## config.mk

```make
export PLATFORM = sky130hd
export DESIGN_NAME = scytale_decryption_flat
export DESIGN_NICKNAME = d
export VERILOG_FILES = /design/src/rtl/scytale_decryption_if.sv /design/src/rtl/scytale_decryption.sv /design/src/flat_wrapper.sv
export SDC_FILE = /design/constraint.sdc
export NUM_CORES = 1
export LEC_CHECK = 0
export CORE_ASPECT_RATIO = 1.5
export CORE_UTILIZATION = 60
export CTS_CLUSTER_DIAMETER = 200
export CTS_CLUSTER_SIZE = 20
export DETAILED_ROUTE_END_ITERATION = 7
export PLACE_DENSITY = 0.83
export REMOVE_ABC_BUFFERS = 1
export SLEW_MARGIN = 0
export SYNTH_ARGS = -nofsm -noshare
export SYNTH_HDL_FRONTEND = slang
export SYNTH_SLANG_ARGS = --single-unit
export TNS_END_PERCENT = 10
```

## constraint.sdc

```tcl
create_clock -name clk -period 12.4 [get_ports clk]
set_input_delay 2.48 -clock clk [delete_from_list [all_inputs] [get_ports clk]]
set_output_delay 2.48 -clock clk [all_outputs]
set_load 0.03 [all_outputs]
```

## src/rtl/scytale_decryption_if.sv

```systemverilog
`default_nettype none
// ============================================================================
// Module   : scytale_decryption_if
// Brief    : Character stream, key and output bundle for scytale_decryption.
// Revision : 1.0
// ============================================================================
interface scytale_decryption_if #(
    parameter int D_WIDTH   = 8,
    parameter int KEY_WIDTH = 8
);
    logic [D_WIDTH-1:0]   data_i;
    logic                 valid_i;
    logic [KEY_WIDTH-1:0] key_N;
    logic [KEY_WIDTH-1:0] key_M;
    logic                 busy;
    logic [D_WIDTH-1:0]   data_o;
    logic                 valid_o;

    modport master (
        output data_i, valid_i, key_N, key_M,
        input  busy, data_o, valid_o
    );

    modport slave (
        input  data_i, valid_i, key_N, key_M,
        output busy, data_o, valid_o
    );
endinterface
`default_nettype wire

```

## src/rtl/scytale_decryption.sv

```systemverilog
`default_nettype none
// ============================================================================
// Module   : scytale_decryption
// Brief    : Buffers ciphertext until a token, then emits it in scytale order.
// Revision : 1.0
// ============================================================================
module scytale_decryption #(
    parameter int                 D_WIDTH                = 8,
    parameter int                 KEY_WIDTH              = 8,
    parameter int                 MAX_NOF_CHARS          = 50,
    parameter logic [D_WIDTH-1:0] START_DECRYPTION_TOKEN = 8'hFA
) (
    input  logic                 clk,
    input  logic                 rst,
    scytale_decryption_if.slave  bus
);
    localparam int CNT_W = $clog2(MAX_NOF_CHARS + 1);
    localparam int IDX_W = 2 * KEY_WIDTH + CNT_W;
    localparam logic [CNT_W-1:0]     C_MAX_CNT = CNT_W'(MAX_NOF_CHARS);
    localparam logic [IDX_W-1:0]     C_MAX_IDX = IDX_W'(MAX_NOF_CHARS);
    localparam logic [KEY_WIDTH-1:0] C_ONE     = KEY_WIDTH'(1);

    typedef enum logic [0:0] {
        S_COLLECT = 1'b0,
        S_DECRYPT = 1'b1
    } state_t;

    state_t               state_q, state_d;
    logic [CNT_W-1:0]     count_q, count_d;
    logic [CNT_W-1:0]     out_cnt_q, out_cnt_d;
    logic [KEY_WIDTH-1:0] n_q, n_d, m_q, m_d;
    logic [KEY_WIDTH-1:0] row_q, row_d;
    logic [CNT_W-1:0]     col_q, col_d;
    logic                 busy_q, busy_d, valid_q, valid_d;
    logic [D_WIDTH-1:0]   data_q, data_d;
    logic [D_WIDTH-1:0]   buf_q [MAX_NOF_CHARS];

    logic                 w_wr_en;
    logic [KEY_WIDTH-1:0] w_n_eff, w_m_eff;
    logic [IDX_W-1:0]     w_idx;
    logic [D_WIDTH-1:0]   w_rd_data;

    assign w_n_eff   = (bus.key_N == '0) ? C_ONE : bus.key_N;
    assign w_m_eff   = (bus.key_M == '0) ? C_ONE : bus.key_M;
    assign w_idx     = IDX_W'(row_q) * IDX_W'(n_q) + IDX_W'(col_q);
    assign w_rd_data = (w_idx < C_MAX_IDX) ? buf_q[w_idx[CNT_W-1:0]] : '0;

    always_comb begin
        state_d   = state_q;
        count_d   = count_q;
        out_cnt_d = out_cnt_q;
        n_d       = n_q;
        m_d       = m_q;
        row_d     = row_q;
        col_d     = col_q;
        busy_d    = 1'b0;
        valid_d   = 1'b0;
        data_d    = '0;
        w_wr_en   = 1'b0;
        case (state_q)
            S_COLLECT: begin
                if (bus.valid_i) begin
                    if (bus.data_i == START_DECRYPTION_TOKEN) begin
                        state_d   = S_DECRYPT;
                        n_d       = w_n_eff;
                        m_d       = w_m_eff;
                        busy_d    = 1'b1;
                        out_cnt_d = '0;
                        row_d     = '0;
                        col_d     = '0;
                        // Output 0 is always buf[0]; emit it now and pre-step to output 1
                        if (count_q != '0) begin
                            valid_d   = 1'b1;
                            data_d    = buf_q[0];
                            out_cnt_d = CNT_W'(1);
                            row_d     = (w_m_eff == C_ONE) ? '0 : C_ONE;
                            col_d     = (w_m_eff == C_ONE) ? CNT_W'(1) : '0;
                        end
                    end else if (count_q < C_MAX_CNT) begin
                        w_wr_en = 1'b1;
                        count_d = count_q + CNT_W'(1);
                    end
                end
            end
            S_DECRYPT: begin
                if (out_cnt_q < count_q) begin
                    busy_d    = 1'b1;
                    valid_d   = 1'b1;
                    data_d    = w_rd_data;
                    out_cnt_d = out_cnt_q + CNT_W'(1);
                    if (row_q == m_q - C_ONE) begin
                        row_d = '0;
                        col_d = col_q + CNT_W'(1);
                    end else begin
                        row_d = row_q + C_ONE;
                    end
                end else begin
                    state_d   = S_COLLECT;
                    count_d   = '0;
                    out_cnt_d = '0;
                    row_d     = '0;
                    col_d     = '0;
                end
            end
            default: state_d = S_COLLECT;
        endcase
    end

    always_ff @(posedge clk) begin
        if (rst) begin
            state_q   <= S_COLLECT;
            count_q   <= '0;
            out_cnt_q <= '0;
            n_q       <= '0;
            m_q       <= '0;
            row_q     <= '0;
            col_q     <= '0;
            busy_q    <= 1'b0;
            valid_q   <= 1'b0;
            data_q    <= '0;
        end else begin
            state_q   <= state_d;
            count_q   <= count_d;
            out_cnt_q <= out_cnt_d;
            n_q       <= n_d;
            m_q       <= m_d;
            row_q     <= row_d;
            col_q     <= col_d;
            busy_q    <= busy_d;
            valid_q   <= valid_d;
            data_q    <= data_d;
        end
    end

    // Storage needs no reset: reads are bounded by count, which is reset
    always_ff @(posedge clk) begin
        if (w_wr_en) begin
            buf_q[count_q] <= bus.data_i;
        end
    end

    assign bus.busy    = busy_q;
    assign bus.valid_o = valid_q;
    assign bus.data_o  = data_q;
endmodule
`default_nettype wire

```

## src/flat_wrapper.sv

```systemverilog
// flat-port wrapper written by rule: the top's interface ports become plain ports
module scytale_decryption_flat 
#(
    parameter int                 D_WIDTH                = 8,
    parameter int                 KEY_WIDTH              = 8,
    parameter int                 MAX_NOF_CHARS          = 50,
    parameter logic [D_WIDTH-1:0] START_DECRYPTION_TOKEN = 8'hFA
)
  (clk, rst, bus_data_i, bus_valid_i, bus_key_N, bus_key_M, bus_busy, bus_data_o, bus_valid_o);
  scytale_decryption_if #(.D_WIDTH(D_WIDTH), .KEY_WIDTH(KEY_WIDTH)) bus_i ();
  input  logic clk;
  input  logic rst;
  input wire logic [$bits(bus_i.data_i)-1:0] bus_data_i;
  input wire logic [$bits(bus_i.valid_i)-1:0] bus_valid_i;
  input wire logic [$bits(bus_i.key_N)-1:0] bus_key_N;
  input wire logic [$bits(bus_i.key_M)-1:0] bus_key_M;
  output wire logic [$bits(bus_i.busy)-1:0] bus_busy;
  output wire logic [$bits(bus_i.data_o)-1:0] bus_data_o;
  output wire logic [$bits(bus_i.valid_o)-1:0] bus_valid_o;
  assign bus_i.data_i = bus_data_i;
  assign bus_i.valid_i = bus_valid_i;
  assign bus_i.key_N = bus_key_N;
  assign bus_i.key_M = bus_key_M;
  assign bus_busy = bus_i.busy;
  assign bus_data_o = bus_i.data_o;
  assign bus_valid_o = bus_i.valid_o;
  scytale_decryption #(.D_WIDTH(D_WIDTH), .KEY_WIDTH(KEY_WIDTH), .MAX_NOF_CHARS(MAX_NOF_CHARS), .START_DECRYPTION_TOKEN(START_DECRYPTION_TOKEN)) u_core (.clk(clk), .rst(rst), .bus(bus_i));
endmodule
```

==> images/layer_met1.png <==
Scale bar: 50 um. Supply wires on this layer in gray.
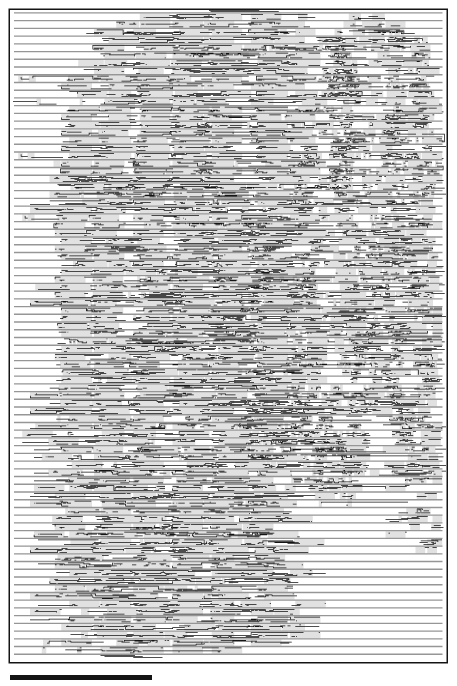
share of all routed wire: 35%
nets with wire on the layer: 1409
wire length on this layer: 16800 um
longest straight run: 44.2 um

==> images/flops_by_reg.png <==
Scale bar: 50 um. Other sequential cells in the stronger gray, the rest of the logic in the fainter gray.
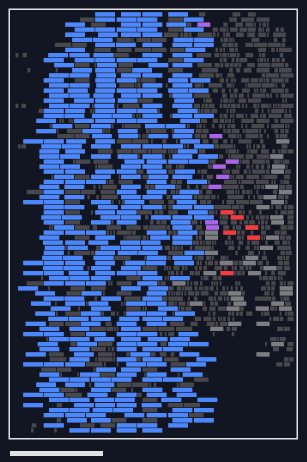
[blue] u_core.buf_q | sequential cells: 400
[red] u_core.col_q | sequential cells: 6 | where: right middle
[purple] u_core.bus.data_o | sequential cells: 8
not colored: 38

==> images/io_fan.png <==
Scale bar: 50 um.
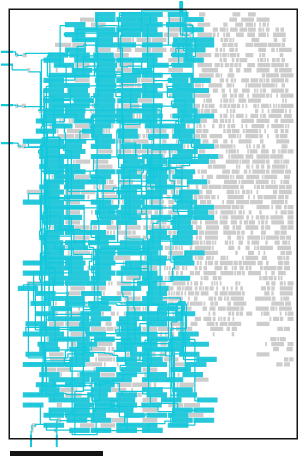
[cyan] bus_data_i | bits: 8 | direction: input | edge: 4 left, 2 bottom, 2 top | end cells: 402 | buffers: 16 | wire: 7360 um

==> summary.txt <==
Implementation results. After filler insertion, the fill cell instance count of the layout stands at 2280. Slew of the pin with the lowest slew margin landed at 0.925 ns. The highest layer touched by signal routing is met5.

Checking max transition, the worst relative margin is 38.3%. Across all layers, the routed design uses 12100 vias. The synthesis run shows multiplexers occupying 12.7% of the cell area.

The highest supply drop recorded on VDD is 113 uV. After synthesis, flip-flops and latches occupy 63.0% of the total area. Summed over all nets, wire length on met3 after detailed routing comes to 3.44 mm.

Per the synthesis report, the XOR/XNOR share of the synthesized area is 0.973%. The capture point of the critical path was reported as u_core.bus.data_o[5]. Per the post-synthesis stats, the area per cell is 15.4 um2. Layout buffer count excluding clock buffers landed at 54. Total clock sinks landed at 452. Met2 track demand over resource landed at 51.1%. For hold timing, the worst endpoint is u_core.col_q[1]. According to the hold report, the worst path is of the reg -> reg type. The flow ran to the end, and the final reports show no timing, DRC or antenna violations. Net switching power of the design landed at 522 uW. After technology mapping, the gate count stands at 1346.

Maximum number of pins on one net before global-route repair landed at 56. The critical path's slowest stage uses the library cell dfxtp_1. Before antenna repair, the detailed router went through 7 iterations. The total area inside the core boundary comes to 34100 um2.

Number of logic gates landed at 755. In the setup report, the worst path falls into the class reg -> reg. Number of buffer and inverter instances along the worst setup path landed at 6. Setup repair after global routing left no endpoint under its margin. In this run the clock root is driven by a clkbuf_16. Power attributed to sequential cells is 1.66 mW. After global routing, the most crowded layer is met2. Post-route worst hold slack landed at 0.524 ns. Of the available clock period, the critical path in the final layout requires 45.1%.

Of the total standard cell area in the layout, the multi-input combinational portion is 31.9%. Clock insertion delay at the later pin of the skew report landed at 0.57 ns. Share of synthesized registers carrying an async set or reset landed at 0%. Looking at the reg2reg group, the worst path ends at u_core.bus.data_o[5]. STA classifies the critical path endpoint as a flop. Power comes to 2.61 mW. Area fraction in and, or, nand and nor cells landed at 8.22%. The number of antenna violations at the first check in global routing was 1. In the final design, more cell area goes to registers than to any other class. Number of enable flip-flop cells landed at 400.

Yosys-reported design area after synthesis landed at 20700 um2. Number of rows created at floorplan landed at 83. Yosys printed 0 warnings.
No activity file was given, so power comes from the tool's default toggle rates.
